File: src/rtl/clkgate_pkg.sv
// clkgate_ctrl shared definitions: state encodings and default sizes.
// Optional CLKGATE_STATS_EN build adds a gated-cycle counter to the top.
package clkgate_pkg;

  localparam int STATE_W         = 2;
  localparam int IDLE_W_DEF      = 8;
  localparam int WAKE_CYCLES_DEF = 2;
  localparam int STAT_W_DEF      = 16;

  typedef enum logic [STATE_W-1:0] {
    ST_RUN   = 2'd0,
    ST_GATED = 2'd1,
    ST_WAKE  = 2'd2
  } state_t;

endpackage

File: src/rtl/sat_counter.sv
// Saturating up-counter with synchronous clear; holds once cnt reaches max.
// Shared by clock-domain control blocks.
module sat_counter #(
  parameter int WIDTH = 8
) (
  input  logic             clk,
  input  logic             rst_n,
  input  logic             inc,
  input  logic             clr,
  input  logic [WIDTH-1:0] max,
  output logic [WIDTH-1:0] cnt
);

  always_ff @(posedge clk) begin
    if (!rst_n) begin
      cnt <= '0;
    end else if (clr) begin
      cnt <= '0;
    end else if (inc && (cnt < max)) begin
      cnt <= cnt + WIDTH'(1);
    end
  end

endmodule

File: src/rtl/clkgate_ctrl.sv
// Idle-driven clock gate enable with timed wake and 4-phase wake handshake.
// Build with CLKGATE_STATS_EN to add stats_clr / gated_cycles.
module clkgate_ctrl
  import clkgate_pkg::*;
#(
  parameter int IDLE_W      = IDLE_W_DEF,
  parameter int WAKE_CYCLES = WAKE_CYCLES_DEF,
  parameter int STAT_W      = STAT_W_DEF
) (
  input  logic              clk,
  input  logic              rst_n,
  input  logic              en,
  input  logic              busy,
  input  logic [IDLE_W-1:0] idle_thresh,
  input  logic              wake_req,
`ifdef CLKGATE_STATS_EN
  input  logic              stats_clr,
  output logic [STAT_W-1:0] gated_cycles,
`endif
  output logic              wake_ack,
  output logic              gate,
  output logic              gated
);

  localparam logic [7:0]      WAKE_LAST = 8'(WAKE_CYCLES - 1);
  localparam logic [IDLE_W:0] ONE       = (IDLE_W + 1)'(1);

  state_t            state;
  state_t            state_nx;
  logic [IDLE_W-1:0] idle_cnt;
  logic [7:0]        wake_cnt;
  logic              idle_s;
  logic              hit;
  logic              wake_ev;
  logic              in_run;

  assign idle_s  = en & ~busy & ~wake_req & (idle_thresh != '0);
  assign in_run  = (state == ST_RUN);
  assign wake_ev = wake_req | busy | ~en;
  // >= also covers a threshold lowered below the running count
  assign hit = idle_s &
               (({1'b0, idle_cnt} + ONE) >= {1'b0, idle_thresh});

  sat_counter #(.WIDTH(IDLE_W)) u_idle (
    .clk   (clk),
    .rst_n (rst_n),
    .inc   (idle_s & in_run),
    .clr   (~idle_s | ~in_run),
    .max   (idle_thresh),
    .cnt   (idle_cnt)
  );

  always_comb begin
    state_nx = ST_RUN;
    case (state)
      ST_RUN:   state_nx = hit ? ST_GATED : ST_RUN;
      ST_GATED: state_nx = wake_ev ? ST_WAKE : ST_GATED;
      ST_WAKE:  state_nx = (wake_cnt == WAKE_LAST) ? ST_RUN : ST_WAKE;
      default:  state_nx = ST_RUN;
    endcase
  end

  always_ff @(posedge clk) begin
    if (!rst_n) begin
      state    <= ST_RUN;
      gate     <= 1'b1;
      gated    <= 1'b0;
      wake_ack <= 1'b0;
      wake_cnt <= '0;
    end else begin
      state    <= state_nx;
      gate     <= (state_nx != ST_GATED);
      gated    <= (state_nx == ST_GATED);
      wake_ack <= (state_nx == ST_RUN) & wake_req;
      wake_cnt <= ((state == ST_WAKE) && (state_nx == ST_WAKE))
                  ? wake_cnt + 8'd1 : 8'd0;
    end
  end

`ifdef CLKGATE_STATS_EN
  sat_counter #(.WIDTH(STAT_W)) u_stat (
    .clk   (clk),
    .rst_n (rst_n),
    .inc   (state == ST_GATED),
    .clr   (stats_clr),
    .max   ({STAT_W{1'b1}}),
    .cnt   (gated_cycles)
  );
`endif

endmodule

File: config.mk
export PLATFORM = sky130hd
export DESIGN_NAME = clkgate_ctrl
export DESIGN_NICKNAME = d
export VERILOG_FILES = /design/src/rtl/clkgate_pkg.sv /design/src/rtl/sat_counter.sv /design/src/rtl/clkgate_ctrl.sv
export SDC_FILE = /design/constraint.sdc
export NUM_CORES = 1
export LEC_CHECK = 0
export ABC_AREA = 1
export ABC_CLOCK_PERIOD_IN_PS = 2200
export CORE_MARGIN = 1
export CORE_UTILIZATION = 36
export DETAILED_ROUTE_END_ITERATION = 10
export SLEW_MARGIN = 0
export SYNTH_ARGS = -nofsm -noshare
export SYNTH_HDL_FRONTEND = slang
export SYNTH_SLANG_ARGS = --single-unit
export TNS_END_PERCENT = 100
File: constraint.sdc
create_clock -name clk -period 2.2 [get_ports clk]
set_input_delay 0.44 -clock clk [delete_from_list [all_inputs] [get_ports clk]]
set_output_delay 0.44 -clock clk [all_outputs]
set_load 0.005 [all_outputs]
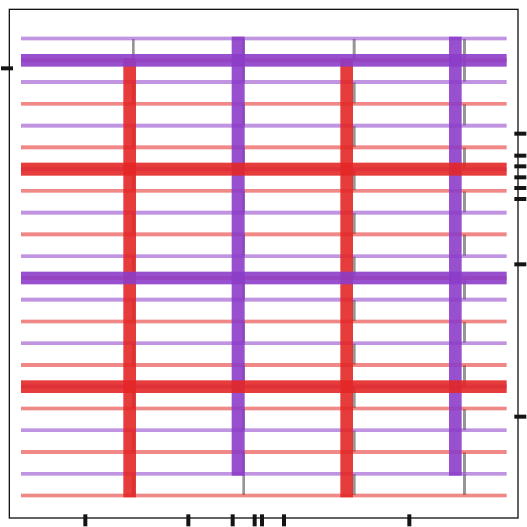
(images/pdn.png)
(8 px per um) Pins as bars on the die edge. Tap cells in grey.
legend:
  VDD:
    colour: purple
  VSS:
    colour: red
met4 straps: 4
tap cells: 46
met5 straps: 4
rows: 21
core region area: 3468 um2
Worst VDD drop: 271.2 uV
Die Wd: 63.41 um
die span in y: 63.41 um

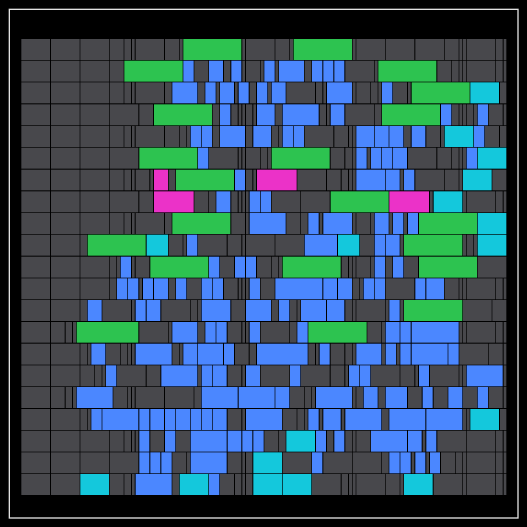
(images/cell_classes.png)
(8 px per um) Fill, decap, tap and diode cells in grey.
legend:
  other buffers and delay cells:
    colour: cyan
    cells: 17
    share_of_their_area: 10%
  clock drivers and dummy loads:
    colour: magenta
    cells: 4
    share_of_their_area: 2.9%
  flip-flops:
    colour: green
    cells: 21
    share_of_their_area: 27%
  all other logic:
    colour: blue
    cells: 163
    share_of_their_area: 60%
sequential cell area share: 25.78%
Final Util: 47.15%
Finished Cell Area: 1635 um2
Core Rows: 21

==> reports/results.txt <==
status - finished clean
FP Util - 39.14%
power share of the combinational group - 10.2%
most frequent logic cell in the layout - nand2_1
largest class - multi-input combinational cells
post-synthesis cell count - 185
DP Wirelength - 1969 um
Cells after DPL - 247
routed length per instance - 9.602 um
clk_buf instances - 3
classification of the worst setup path - reg2reg
fillcell total - 377
Clk. pwr - 242 uW
top cells by count, synth - nand2_1, inv_1, nor2_1
Seq. pwr - 383 uW
Post-Synth AOI/OAI Area - 8.295%
Synth area leaders - dfxtp_1, ha_1, nand2_1
flip-flops with a built-in enable - 0
die area - 4021 um2
Worst Skew - 0.008745 ns
fraction of area in multi-input gates - 50.42%
multi-input gates - 131
cells in synth_stat.txt - 185
critical-path cell list - ha_1, nand3_2, nor3_4, xor2_2, ha_1, a21oi_1, nand2_1, nand2_1, nand2_1, nand2_1, a21oi_1
pre-CTS WS - 0.04487 ns
Overflow after GRT - 0
Post-Syn Area - 1358 um2
worst hold margin - 0.4954 ns
WP data arrival - 2.10 ns
XORs/XNORs by Area - 5.806%
worst-margin pin slew - 0.3493 ns
commonest cells after routing, fill and taps aside - nand2_1, inv_1, nor2_1, dfxtp_1, ha_1
Finished Layout Cells - 251
Slew headroom - 76.64%
yosys simple share - 27.74%
Max-Cap Viols - 0
Adder Area Share - 17.51%
crit-path leading delay family - simple AND/OR/NAND/NOR gates
met2 Use GR - 22.34%
HP Class - reg2reg
Async S/R FF share, synth - 0%
initial antenna violation count - 0
bufs w/o clock - 17
pwr dens - 425.8 nW/um2
Dominant comb cell - simple AND/OR/NAND/NOR gates
Critical Path RT - 2.35 ns
leakage - 0.0007753 uW
GRT met3 Usage - 4.710%
share of cells above drive strength 1 - 7.317%
first-pass GRT wire length - 4409 um
clock transition at the registers of the reported paths - 0.08 ns
Post-DRT Antenna Nets - 0
wire length after detailed routing - 2410 um
setup ws final - 0.2525 ns
Synth Flop Type - dfxtp_1
largest net degree at the start of global routing - 17
clock network share of area - 2.831%
logic area - 824.5 um2
IO buf count - 15
Largest Pwr Group - sequential cells
Yosys chip area - 1358 um2
Nets at Floorplan - 217
Synth Area per Inst - 7.338 um2
n_diodes - 0
met1 usage - 17.71%
Distinct lib cells used - 23
switch share - 21.83%
WP buf/inv - 0
Peak Freq - 513.5 MHz
vias in the first global route - 1050
Fin Setup TNS - 0 ns
tool warning count - 28
H-tree depth - 1
internal power - 544.3 uW
endpoints failing setup - 0
Clock Tree Buf Depth - 2
# hold bufs at CTS - 0
cell type with the largest total area - dfxtp_1
wire length on met1 - 1263 um
CTS Root Cell - clkbuf_8
synth warn - 0
CP startpoint kind - register
Vias - 1135
CP Max Fanout - 4
Synth Seq Share - 30.97%
WL met3 - 110 um
clk latency late pin - 0.26 ns
Layout non-clock buf frac - 10.10%
DR vias/cell - 4.522
1st-pass router iterations - 4
nonclk inv count - 32
Flops - 21
Pwr Total - 696.4 uW
1st-iter DRT viols - 51
# IOs - 16
Slew Viols, Final - 0
Tcrit/Tclk final - 88.52%
drt drc - 0
fin crit period - 1.948 ns
CP endpoint kind - register
post-placement cell area - 1569 um2
slowest stage delay, CP - 0.35 ns
Crit path top cell by count - nand2_1
Total GRT Usage - 13.80%
Flop pwr share - 55.0%
most used routing layer - met2
Register Area - 421.7 um2
P_comb - 71.1 uW
met2 wire len - 1028 um
post-CTS sizing - 0
Hold Violations, Final - 0
count leader, synth - nand2_1
switching power - 152.0 uW
Final Wtd Congestion - 0.7412
Num CTS Buffers - 3
TritonCTS clock tree - built
Area leader share - 30.97%
Final nets - 238
Slowest-stage cell, CP - dfxtp_2
area fraction in mux cells - 0%
highest routed layer - met4
RSZ-0062 raised after global routing - false
Setup Buffers After CTS - 0
#FFs+latches synth - 21
area grow syn2layout - 20.46%
Sink Count - 21
# Taps - 46
Clk pwr share - 34.8%
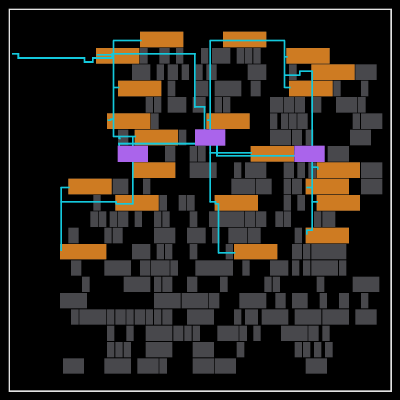
(images/clock_map.png)
(6 px per um)
legend:
  flip-flops:
    colour: orange
    count: 21
  cells driving clock nets:
    colour: purple
    count: 3
  clock wires:
    colour: cyan
    length: 257 um
routed clock nets: 4

==> worst paths after layout <==
path	from	endpoint	slack (ns)	depth (start not counted)
max reg2reg	u_idle.cnt[0]$_SDFFE_PP0P_	state[0]$_SDFF_PN0_	0.25	11
max	u_idle.cnt[0]$_SDFFE_PP0P_	state[0]$_SDFF_PN0_	0.25	11
min reg2reg	wake_cnt[0]$_SDFF_PN0_	wake_cnt[0]$_SDFF_PN0_	0.50	1
min	wake_cnt[0]$_SDFF_PN0_	wake_cnt[0]$_SDFF_PN0_	0.50	1
==> sequential cells by signal, summed over array words and instances (netlist names) <==
| signal | flops |
|---|---|
| gate | 1 |
| gated | 1 |
| state | 2 |
| u_idle.cnt | 8 |
| wake_ack | 1 |
| wake_cnt | 8 |
No activity file was given, so power comes from the tool's default toggle rates.
